`config.mk`:
```
export PLATFORM = sky130hd
export DESIGN_NAME = cacheline_adaptor
export DESIGN_NICKNAME = d
export VERILOG_FILES = /design/src/rtl/cacheline_adaptor.sv
export SDC_FILE = /design/constraint.sdc
export NUM_CORES = 2
export LEC_CHECK = 0
export ABC_AREA = 1
export CORE_MARGIN = 5
export CORE_UTILIZATION = 38
export DETAILED_ROUTE_END_ITERATION = 7
export HOLD_SLACK_MARGIN = 0.15
export MAX_ROUTING_LAYER = met4
export SLEW_MARGIN = 20
export SYNTH_ARGS = -nofsm -noshare
export SYNTH_HDL_FRONTEND = slang
export SYNTH_SLANG_ARGS = --single-unit
```
`constraint.sdc`:
```
create_clock -name clk -period 29.5 [get_ports clk]
set_clock_uncertainty 0.2 [all_clocks]
set_input_delay 4.425 -clock clk [delete_from_list [all_inputs] [get_ports clk]]
set_output_delay 4.425 -clock clk [all_outputs]
set_load 0.02 [all_outputs]
```
`src/rtl/cacheline_adaptor.sv`:
```
// Cache-line to memory-burst adaptor: turns one line read/write request from the
// I-cache into a BURST_LEN-beat burst and returns the line with a one-cycle resp.
module cacheline_adaptor #(
  parameter int DATA_W    = 64,
  parameter int BURST_LEN = 4
) (
  input  logic                        clk,
  input  logic                        rst,
  input  logic [31:0]                 mmem_addr,
  input  logic                        mmem_read,
  input  logic                        mmem_write,
  input  logic [DATA_W*BURST_LEN-1:0] mmem_wdata,
  output logic [DATA_W*BURST_LEN-1:0] mmem_rdata,
  output logic                        mmem_resp,
  output logic [31:0]                 burst_addr,
  output logic                        burst_read,
  output logic                        burst_write,
  output logic [DATA_W-1:0]           burst_wdata,
  input  logic [DATA_W-1:0]           burst_rdata,
  input  logic                        burst_resp
);

  localparam int LINE_W   = DATA_W * BURST_LEN;
  localparam int CNT_W    = (BURST_LEN > 1) ? $clog2(BURST_LEN) : 1;
  localparam int OFFSET_W = $clog2(LINE_W / 8);
  localparam logic [CNT_W-1:0] LAST_BEAT  = CNT_W'(BURST_LEN - 1);
  localparam logic [31:0]      ALIGN_MASK = ~((32'd1 << OFFSET_W) - 32'd1);

  typedef enum logic [1:0] {
    IDLE  = 2'd0,
    READ  = 2'd1,
    WRITE = 2'd2,
    DONE  = 2'd3
  } state_t;

  state_t            state;
  logic [CNT_W-1:0]  count;
  logic [LINE_W-1:0] wline;
  logic [LINE_W-1:0] rbuf;
  logic [LINE_W-1:0] rbuf_merged;
  logic              last_beat;

  assign last_beat = (count == LAST_BEAT);

  // Read line being assembled, with the current beat dropped into its slot, so the
  // final beat can be published to mmem_rdata on the same edge it arrives.
  generate
    for (genvar gi = 0; gi < BURST_LEN; gi++) begin : g_beat
      assign rbuf_merged[gi*DATA_W +: DATA_W] =
        (count == CNT_W'(gi)) ? burst_rdata : rbuf[gi*DATA_W +: DATA_W];
    end
  endgenerate

  always_comb begin
    burst_wdata = '0;
    for (int i = 0; i < BURST_LEN; i++) begin
      if (count == CNT_W'(i)) begin
        burst_wdata = wline[i*DATA_W +: DATA_W];
      end
    end
  end

  always_ff @(posedge clk or posedge rst) begin
    if (rst) begin
      state       <= IDLE;
      count       <= '0;
      wline       <= '0;
      rbuf        <= '0;
      mmem_rdata  <= '0;
      mmem_resp   <= 1'b0;
      burst_addr  <= '0;
      burst_read  <= 1'b0;
      burst_write <= 1'b0;
    end else begin
      case (state)
        IDLE: begin
          mmem_resp <= 1'b0;
          // Writeback takes priority so a dirty victim leaves before the fill.
          if (mmem_write) begin
            burst_addr  <= mmem_addr & ALIGN_MASK;
            wline       <= mmem_wdata;
            count       <= '0;
            burst_write <= 1'b1;
            state       <= WRITE;
          end else if (mmem_read) begin
            burst_addr <= mmem_addr & ALIGN_MASK;
            count      <= '0;
            burst_read <= 1'b1;
            state      <= READ;
          end
        end
        READ: begin
          if (burst_resp) begin
            rbuf <= rbuf_merged;
            if (last_beat) begin
              mmem_rdata <= rbuf_merged;
              burst_read <= 1'b0;
              mmem_resp  <= 1'b1;
              state      <= DONE;
            end else begin
              count <= count + 1'b1;
            end
          end
        end
        WRITE: begin
          if (burst_resp) begin
            if (last_beat) begin
              burst_write <= 1'b0;
              mmem_resp   <= 1'b1;
              state       <= DONE;
            end else begin
              count <= count + 1'b1;
            end
          end
        end
        DONE: begin
          mmem_resp <= 1'b0;
          count     <= '0;
          state     <= IDLE;
        end
        default: begin
          state <= IDLE;
        end
      endcase
    end
  end

endmodule

```
==> ci_impl_report.md <==
### Metrics collected by this job

| Metric | Value |
|---|---|
| Outcome | `finished, final reports clean` |
| CP Buf/Inv Count | `4` |
| HPWL Detailed | `73,200 um` |
| Area leader, netlist | `dfrtp_1` |
| Worst hold start | `wline[254]` |
| Htree depth | `3` |
| Sw Ratio | `0.395` |
| Synth Area in Simple Gates | `0.215` |
| Switch Pwr | `between 2 and 2.5 mW` |
| Chip Height | `317 um` |
| Combinational share of cell area | `0.278` |
| Crit-path slowest cell | `buf_4` |
| Clock tree sinks | `802` |
| Register share after synthesis | `0.560` |
| Core Area | `0.0935 sq mm` |
| Ys cells | `4,522` |
| CP top delay family | `buffers and inverters` |
| Yosys top cell by instances | `nand2_1` |
| Top Registers | `mmem_rdata x256, rbuf x256, wline x256` |
| First-pass GRT wire length | `175,000 um` |
| Power Total | `5.14 mW` |
| # DRC | `0` |
| DRT iter0 DRCs | `between 2,000 and 3,000` |
| Worst setup startpoint | `count[0]` |
| Syn Area/Cell | `7.92 sq um` |
| Non-Clock Buffer Count | `~740` |
| Hold endpoint | `wline[254]` |
| Area reported by Yosys stat | `0.0358 sq mm` |
| FFs w/ async S/R, synth | `1.00` |
| Top cell category | `sequential cells` |
| Comb gate area | `0.0129 sq mm` |
| Fin nets | `5,419` |
| # rows | `between 100 and 150` |
| Area leader share | `0.560` |
| Comb area leader | `simple AND/OR/NAND/NOR gates` |
| Most numerous logic cells after layout | `2,033 x nand2_1, 814 x o21ai_0, 802 x dfrtp_1, 701 x clkdlybuf4s50_1, 359 x inv_1` |
| CP Class | `flip-flop to output pin` |
| Clock latency at the later pin of the worst-skew pair | `about 0.65 ns` |
| Top cells by area | `dfrtp_1 56%, nand2_1 21%, o21ai_0 11%` |
| Most frequent logic cell in the layout | `nand2_1` |
| Met3 Routed Length | `~9000 um` |
| Area grow syn2layout | `29.8%` |
| Resize count post-CTS | `0` |
| Yosys aoi share | `0.140` |
| DIE AREA | `0.100 sq mm` |
| TAP cells | `roughly 1,300` |
| Hold_buf cts | `0` |
| Routed metal-1 wirelength | `49,200 um` |
| Fraction of cell area in non-clock buffers | `0.157` |
| Seq cells post-synth | `802` |
| Post-Layout Cell Count | `6,396` |
| Fp_density | `0.383` |
| Terminus of the critical flop-to-flop path | `mmem_rdata[36]` |
| Setup Viol. Count Final | `0` |
| Mux share | `0` |
| WHS Path Cells | `2` |
| Rel. slew slack | `0.290` |
| Post-DRT Antenna Nets | `0` |
| CP Cell Sequence | `inv_1, ha_4, buf_4, buf_4, a21oi_1, nand2_1, nand2_1, nand2_1, clkdlybuf4s50_1` |
| Detailed Routing Iterations Pass 1 | `7` |
| Placed cell area | `0.0432 sq mm` |
| Fillcell total | `between 9,000 and 10,000` |
| Met2 Use GR | `0.355` |
| Post-synth EDFFs | `0` |
| Post-CTS setup buffer count | `0` |
| MI comb cells | `3,057` |
| Top cells by count | `2,034 x nand2_1, 814 x o21ai_0, 802 x dfrtp_1` |
| GPL Wtd Cong | `0.855` |
| Fin crit period | `9.25 ns` |
| Number of global-route vias before repair | `29,700` |
| Layout clock buffers | `134` |
| CTS tree | `done` |
| Crit path capture type | `output pin` |
| DR top layer | `met4` |
| CTS max path bufs | `3` |
| Clock network area share | `0.0682` |
| Most used cell, CP | `nand2_1` |
### Congestion heat map

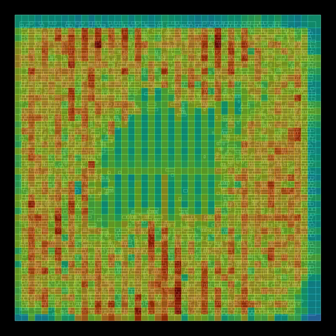
Avg WL per Cell: 17.8 um
busiest grt layer: met2
M1 GR Usage: 0.295

### Sequential cells grouped by signal name

The bar under the picture is 100 um long.
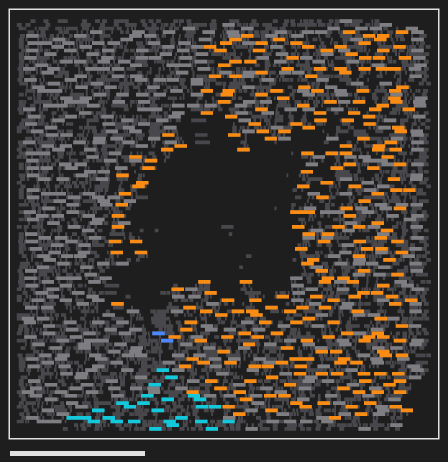
- count: blue (sequential cells 2)
- rbuf: orange (sequential cells 256)
- burst_addr: cyan (sequential cells 27)
Final Util: 0.497
Reg area: 0.0201 sq mm
Seq/total area: 0.432
Flop+latch power: 1.79 mW

### Signal wires by layer

The bar under the picture is 100 um long. Two of the layers only.
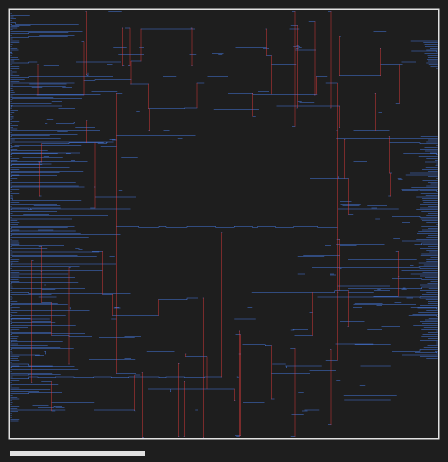
- met3: blue (wire length 9,140 um)
- met4: red (wire length 2,540 um)
Post-Route WL: 114,000 um
via count: 30,600
Tot GR Track Use: 0.228

Power and IR drop assume default switching activity.
